--- config.mk ---
export PLATFORM = sky130hd
export DESIGN_NAME = id_ex_stage
export DESIGN_NICKNAME = d
export VERILOG_FILES = /design/src/rtl/id_ex_stage.sv
export SDC_FILE = /design/constraint.sdc
export NUM_CORES = 1
export LEC_CHECK = 0
export CORE_ASPECT_RATIO = 1.4
export CORE_MARGIN = 2
export CORE_UTILIZATION = 29
export DETAILED_ROUTE_END_ITERATION = 8
export GPL_TIMING_DRIVEN = 0
export PLACE_DENSITY = 0.72
export SLEW_MARGIN = 10
export SYNTH_ARGS = -nofsm -noshare
export SYNTH_HDL_FRONTEND = slang
export SYNTH_SLANG_ARGS = --single-unit
--- constraint.sdc ---
create_clock -name clk -period 5.6 [get_ports clk]
set_input_delay 1.68 -clock clk [delete_from_list [all_inputs] [get_ports clk]]
set_output_delay 1.68 -clock clk [all_outputs]
set_load 0.02 [all_outputs]
--- src/rtl/id_ex_stage.sv ---
// id_ex_stage: ID/EX pipeline register with a load-use hazard detector.
//   Registers the decoded control bundle, operands and specifiers for EX.
//   Inserts a one-cycle bubble on a load-use hazard and requests a stall of
//   PC and IF/ID. Squashes the ID instruction on a branch/jump redirect.
// Optional feature: define ID_EX_STATS_EN to build saturating bubble counters.
//   When it is undefined, stat_lu_o and stat_fl_o are tied to 0.
// Ports:
//   clk, reset          clock; asynchronous active-high reset
//   hold_i              global freeze: all state keeps its value
//   flush_i             redirect: squash the ID instruction
//   id_*_i              decoded instruction fields from ID
//   id_uses_rt_i        the ID instruction reads rt
//   stall_o             combinational: hold PC and IF/ID this cycle
//   ex_*_o              registered copy of the id_*_i fields, plus ex_valid_o
//   stat_lu_o/stat_fl_o load-use and flush bubble counts
module id_ex_stage #(
    parameter int unsigned DATA_W = 32,
    parameter int unsigned REG_AW = 5,
    parameter int unsigned CNT_W  = 16
) (
    input  logic              clk,
    input  logic              reset,
    input  logic              hold_i,
    input  logic              flush_i,
    input  logic              id_valid_i,
    input  logic              id_reg_dst_i,
    input  logic              id_alu_src_i,
    input  logic              id_mem_read_i,
    input  logic              id_mem_write_i,
    input  logic              id_mem_to_reg_i,
    input  logic              id_reg_write_i,
    input  logic              id_branch_i,
    input  logic [1:0]        id_alu_op_i,
    input  logic [DATA_W-1:0] id_pc4_i,
    input  logic [DATA_W-1:0] id_rs_data_i,
    input  logic [DATA_W-1:0] id_rt_data_i,
    input  logic [DATA_W-1:0] id_imm_i,
    input  logic [REG_AW-1:0] id_rs_i,
    input  logic [REG_AW-1:0] id_rt_i,
    input  logic [REG_AW-1:0] id_rd_i,
    input  logic [5:0]        id_funct_i,
    input  logic              id_uses_rt_i,
    output logic              stall_o,
    output logic              ex_valid_o,
    output logic              ex_reg_dst_o,
    output logic              ex_alu_src_o,
    output logic              ex_mem_read_o,
    output logic              ex_mem_write_o,
    output logic              ex_mem_to_reg_o,
    output logic              ex_reg_write_o,
    output logic              ex_branch_o,
    output logic [1:0]        ex_alu_op_o,
    output logic [DATA_W-1:0] ex_pc4_o,
    output logic [DATA_W-1:0] ex_rs_data_o,
    output logic [DATA_W-1:0] ex_rt_data_o,
    output logic [DATA_W-1:0] ex_imm_o,
    output logic [REG_AW-1:0] ex_rs_o,
    output logic [REG_AW-1:0] ex_rt_o,
    output logic [REG_AW-1:0] ex_rd_o,
    output logic [5:0]        ex_funct_o,
    output logic [CNT_W-1:0]  stat_lu_o,
    output logic [CNT_W-1:0]  stat_fl_o
);

    logic lu_c;
    logic bubble_c;

    // Load in EX whose destination feeds the instruction in ID; $0 never hazards.
    always_comb begin
        lu_c = ex_valid_o & ex_mem_read_o & (ex_rt_o != '0) & id_valid_i &
               ((ex_rt_o == id_rs_i) | (id_uses_rt_i & (ex_rt_o == id_rt_i)));
        bubble_c = flush_i | lu_c;
    end

    // A redirect discards the ID instruction, so upstream must not be frozen.
    assign stall_o = lu_c & ~flush_i;

    // Pipeline register; a bubble is all-zero, i.e. an invalid SLL $0,$0,0.
    always_ff @(posedge clk or posedge reset) begin
        if (reset) begin
            ex_valid_o      <= 1'b0;
            ex_reg_dst_o    <= 1'b0;
            ex_alu_src_o    <= 1'b0;
            ex_mem_read_o   <= 1'b0;
            ex_mem_write_o  <= 1'b0;
            ex_mem_to_reg_o <= 1'b0;
            ex_reg_write_o  <= 1'b0;
            ex_branch_o     <= 1'b0;
            ex_alu_op_o     <= '0;
            ex_pc4_o        <= '0;
            ex_rs_data_o    <= '0;
            ex_rt_data_o    <= '0;
            ex_imm_o        <= '0;
            ex_rs_o         <= '0;
            ex_rt_o         <= '0;
            ex_rd_o         <= '0;
            ex_funct_o      <= '0;
        end else if (!hold_i) begin
            if (bubble_c) begin
                ex_valid_o      <= 1'b0;
                ex_reg_dst_o    <= 1'b0;
                ex_alu_src_o    <= 1'b0;
                ex_mem_read_o   <= 1'b0;
                ex_mem_write_o  <= 1'b0;
                ex_mem_to_reg_o <= 1'b0;
                ex_reg_write_o  <= 1'b0;
                ex_branch_o     <= 1'b0;
                ex_alu_op_o     <= '0;
                ex_pc4_o        <= '0;
                ex_rs_data_o    <= '0;
                ex_rt_data_o    <= '0;
                ex_imm_o        <= '0;
                ex_rs_o         <= '0;
                ex_rt_o         <= '0;
                ex_rd_o         <= '0;
                ex_funct_o      <= '0;
            end else begin
                ex_valid_o      <= id_valid_i;
                ex_reg_dst_o    <= id_reg_dst_i;
                ex_alu_src_o    <= id_alu_src_i;
                ex_mem_read_o   <= id_mem_read_i;
                ex_mem_write_o  <= id_mem_write_i;
                ex_mem_to_reg_o <= id_mem_to_reg_i;
                ex_reg_write_o  <= id_reg_write_i;
                ex_branch_o     <= id_branch_i;
                ex_alu_op_o     <= id_alu_op_i;
                ex_pc4_o        <= id_pc4_i;
                ex_rs_data_o    <= id_rs_data_i;
                ex_rt_data_o    <= id_rt_data_i;
                ex_imm_o        <= id_imm_i;
                ex_rs_o         <= id_rs_i;
                ex_rt_o         <= id_rt_i;
                ex_rd_o         <= id_rd_i;
                ex_funct_o      <= id_funct_i;
            end
        end
    end

`ifdef ID_EX_STATS_EN
    localparam logic [CNT_W-1:0] CNT_MAX = '1;

    // Saturating bubble counters; flush takes precedence over load-use.
    always_ff @(posedge clk or posedge reset) begin
        if (reset) begin
            stat_lu_o <= '0;
            stat_fl_o <= '0;
        end else if (!hold_i) begin
            if (flush_i) begin
                if (stat_fl_o != CNT_MAX) stat_fl_o <= stat_fl_o + CNT_W'(1);
            end else if (lu_c) begin
                if (stat_lu_o != CNT_MAX) stat_lu_o <= stat_lu_o + CNT_W'(1);
            end
        end
    end
`else
    assign stat_lu_o = '0;
    assign stat_fl_o = '0;
`endif

endmodule

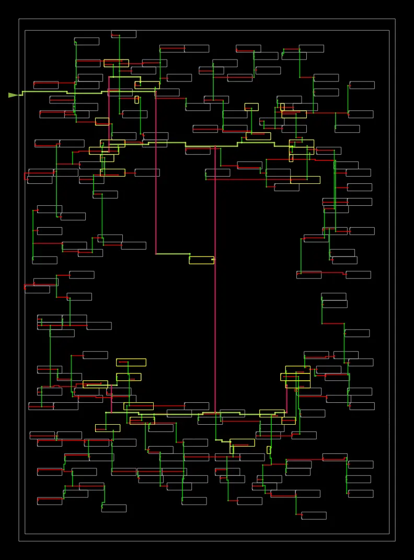
Run 1: clock routing
Inserted Clock Buffers: 17
TritonCTS sink count: 159

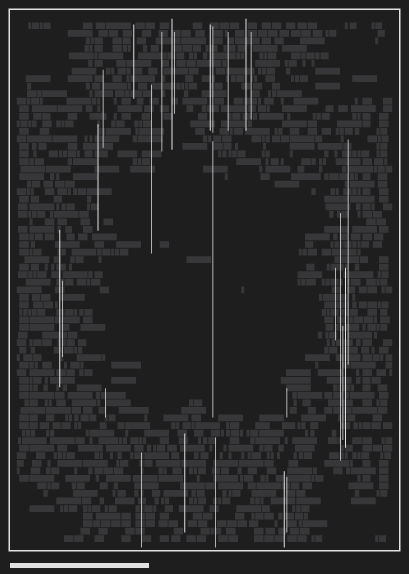
Run 1: M4 wires
Bar = 50 um. Cells faint in the background.
main direction: vertical
longest straight run: 99.3 um
DRT Wirelength: 28.61 mm
Vias: 7819

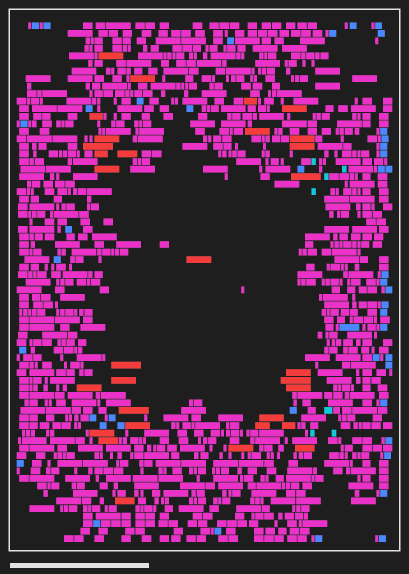
Run 1: sizing map
Bar = 50 um.
| color | size | cells | most used |
|---|---|---|---|
| magenta | drive 1 or less | 1081 | clkdlybuf4s50_1 |
| cyan | drive 2 | 7 | buf_2 |
| red | drive 6 and up | 31 | clkbuf_16 |
| blue | drive 3 to 4 | 45 | buf_4 |
worst setup margin: 0.08271 ns
Syn-to-layout area delta: 59.60%

==> reports/results.ini, run 1 <==
[run_status]
status=finished clean

[cells_and_area]
comb_area_share=0.2549
fin_area_sq_um=12030
nNonClkBuffers=444
final_util=0.4722
drive_above_1_share=0.07131
bufAreaShareNonClock=0.3264
final_nets=1316
fillerInstances=2352
inv_count=1
antennaDiodeCount=0
clkCellAreaFrac=0.05400
lay_top_cells=clkdlybuf4s50_1, nand2_1, a32oi_1, dfrtp_1, o21ai_0
regArea_sq_um=3979
flop-count=159
layout.cells.non_filler=1483
dominant_cells=registers
seq-cell-share=0.3309

[power_and_ir_drop]
leakage_nw=4.645
powerClk_mw=1.32
vdd_ir_drop_max_mv=0.2065
switching_share=0.2992
seq-power_mw=1.39
p_sw_mw=1.118

[routing]
drt_first_pass_iters=5
wl_met1_mm=10.95
drtAntennaViolNets=0
remaining_drc_errors=0
viasPerCell=5.272
met2_length_mm=14.52
dr_wl_met3_mm=2.034
routedWlPerCell_um=19.29
highest_layer=met4

[worst_setup_path]
slowest_delay_ns=0.63
r2r_end=ex_pc4_o[14]
cp_max_fo=19
worstPathRequired_ns=3.92
r2r-start=ex_rt_o[1]
worstSetupEndpointType=primary output
cp-start-kind=primary input
crit_buf_inv=3
crit_end=stall_o
crit_family=buffers and inverters
slowest_stage=clkdlybuf4s50_1
cp-startpoint=id_rs_i[2]

[yosys]
postSynthSeqShare=0.5281
netlist_area_sq_um=7535
yosys.area_share.adder=0
post_synth_num_cell_types=20
ys_warn_count=0
most_common_cell=nand2_1
area_leaders=dfrtp_1, a32oi_1, o21ai_0
ys_sh_mux=0
yosysChipArea_sq_um=7535
simple_gate_area_frac=0.08502
synth.avg_cell_area_sq_um=9.697
synth-edff-count=0
async_flop_share=1.000
netlist_logic_family_top=AND-OR/OR-AND gates
top_area_cell=dfrtp_1
top_area_frac=0.5281
common_cells=nand2_1, a32oi_1, dfrtp_1
ys.flop_type=dfrtp_1
xor_share=0.01162
ys_sh_aoi=0.2924

[clock_network]
root_buffer=clkbuf_16
cts_setup_buffers=0
clockBufferDepth=2
cts_tree=built
clkSlewWorstSetupHoldPaths_ns=0.06
cts_hold_buf=0
cts_resized=6
htreeDepth=4

[placed_design]
preCtsSetupSlack_ns=-1.107
dp_cells=1453

[grt]
grtUsageMet2=0.3533
grt_use_met1=0.2380
grt_pass1_wl_mm=44.19
busiest_layer=met2
track_usage=0.2050

[final_timing]
worst_pin_slew_ns=0.8972
rsz0062_at_grt=no
fmax_mhz=181.2
clock_skew_ns=0.006194
finalCritPeriodShare=0.9852
hold_viol_final=0
final_max_slew_viol_count=0

[hold_path]
hold_end=ex_imm_o[1]
hp-class=reg2reg
hold_depth=2

[floorplan]
fp-row-count=69
ioPinCount=356
die_w_um=140.2
taps=319
die_h_um=194.7

Run 1, wiring by layer:
Only two layers are drawn.
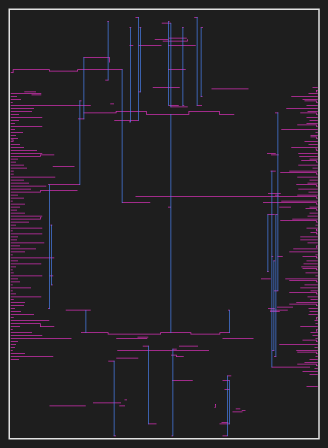

## Run 2: what changed since run 1
- DONT_BUFFER_PORTS: default -> 1
- PLACE_DENSITY: 0.72 -> 0.53
- clock period: 5.6 -> 6.06 ns (I/O delays scaled with it)
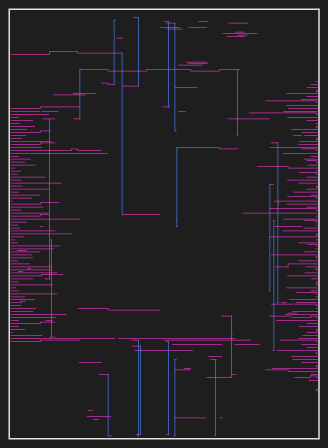
Run 2: wiring by layer
Only two layers are drawn.
| color | layer | wire length |
|---|---|---|
| blue | met4 | 857 um |
| magenta | met3 | 2670 um |
WL per Instance: 22.78 um
DRT Wirelength: 26.47 mm
Vias: 6577

==> run 2 against run 1 <==
Net effect: combinational power down 66%; register-to-register slack improved by 0.17 ns; cell area down 28%; synthesized cell count did not move; sequential share of layout area rose by 13 points; critical path type unchanged; critical endpoint unchanged; largest cell class unchanged.
==> reports/results.ini, run 2 <==
[routing]
viasPerCell=5.660  ; +7.4%
remaining_drc_errors=0  ; unchanged
met2_length_mm=13.43  ; -7.5%
highest_layer=met4
dr_wl_met3_mm=2.673  ; +31%
wl_met1_mm=9.513  ; -13%
drtAntennaViolNets=0  ; unchanged
drt_first_pass_iters=5  ; unchanged

[yosys]
netlist_area_sq_um=7535  ; unchanged
ys.flop_type=dfrtp_1
synthCells=777
simple_gate_area_frac=0.08502  ; unchanged
post_synth_num_cell_types=20  ; unchanged
async_flop_share=1.000  ; unchanged
most_common_cell=nand2_1
common_cells=nand2_1, a32oi_1, dfrtp_1
postSynthSeqShare=0.5281  ; unchanged
synth-edff-count=0  ; unchanged
yosys.area_share.adder=0  ; unchanged
ys_sh_mux=0  ; unchanged
ys_warn_count=0  ; unchanged
xor_share=0.01162  ; unchanged
synth.avg_cell_area_sq_um=9.697  ; unchanged
top_area_frac=0.5281  ; unchanged
netlist_logic_family_top=AND-OR/OR-AND gates
ys_sh_aoi=0.2924  ; unchanged
area_leaders=dfrtp_1, a32oi_1, o21ai_0
top_area_cell=dfrtp_1
yosysChipArea_sq_um=7535  ; unchanged

[power_and_ir_drop]
finalPower_mw=2.918
switching_share=0.3358  ; +0.03661
vdd_ir_drop_max_mv=0.1821  ; -12%
p_sw_mw=0.9797  ; -12%
powerClk_mw=1.07  ; -19%
leakage_nw=3.363  ; -28%
seq-power_mw=1.49  ; +7%
comb_power_mw=0.349

[clock_network]
clockBufferDepth=2  ; unchanged
clkSlewWorstSetupHoldPaths_ns=0.06  ; about the same
cts_resized=0  ; -6
cts_buffers=17  ; unchanged
root_buffer=clkbuf_16
htreeDepth=4  ; unchanged
cts_hold_buf=0  ; unchanged
cts_setup_buffers=0  ; unchanged
cts_sinks=159  ; unchanged
cts_tree=built

[grt]
grtUsageMet3=0.07243
grt_use_met1=0.2125  ; -0.02541
busiest_layer=met2
grt_pass1_wl_mm=40.10  ; -9.3%
antenna_found_initial=0
grtUsageMet2=0.3199  ; -0.03341
track_usage=0.1893  ; -0.01573
grt-ovfl-total=0
grt_pass1_vias=6393
grt_max_degree=36

[cells_and_area]
dominant_cells=registers
lay_top_cells=nand2_1, a32oi_1, dfrtp_1
bufAreaShareNonClock=0.08007  ; -0.2463
comb_area_share=0.3512  ; +0.09629
final_util=0.3417  ; -0.1304
syn2layout_area_growth_pct=15.51
layout.cells.non_filler=1162  ; -22%
nClkBuffers=20
antennaDiodeCount=0  ; unchanged
fillerInstances=2620  ; +11%
flop-count=159  ; unchanged
seq-cell-share=0.4572  ; +0.1263
regArea_sq_um=3979  ; unchanged
fin_area_sq_um=8703  ; -28%
final_nets=995  ; -24%
inv_count=1  ; unchanged
drive_above_1_share=0.1020  ; +0.03071
clkCellAreaFrac=0.06484  ; +0.01084
nNonClkBuffers=123  ; -72%

[floorplan]
fp_util=0.2958
die_w_um=140.2  ; unchanged
taps=319  ; unchanged
die_h_um=194.7  ; unchanged
ioPinCount=356  ; unchanged
fp-row-count=69  ; unchanged

[worst_setup_path]
slowest_delay_ns=0.49  ; -0.14 ns
cp-startpoint=id_rt_i[1]
reg2reg_depth=6
r2r-start=ex_rt_o[1]
crit_buf_inv=2  ; -1
cp_max_fo=10  ; -9
r2r_end=ex_pc4_o[1]
path_cells=xnor2_1, nand4_1, o22ai_1, buf_2, clkbuf_1, nor3b_2
worstSetupEndpointType=primary output
cp-start-kind=primary input
slowest_stage=nor3b_2
crit_end=stall_o
worstPathRequired_ns=4.24  ; +0.32 ns
crit_family=buffers and inverters

[hold_path]
hp-class=reg2reg
hold_depth=2  ; unchanged
hold_end=ex_imm_o[1]

[placed_design]
dp_cells=1131  ; -22%
placed_area_sq_um=8134
preCtsSetupSlack_ns=0.05795  ; +1.165 ns

[final_timing]
worst_pin_slew_ns=0.8272  ; -0.07006 ns
rsz0062_at_grt=no
clock_skew_ns=0.01326  ; +0.007064 ns
hold_viol_final=0  ; unchanged
fin_ws_ns=0.3229  ; +0.2402 ns
finalCritPeriodShare=0.9467
fmax_mhz=174.3
final_max_slew_viol_count=0  ; unchanged

[run_status]
status=finished clean

Power and IR drop assume default switching activity.
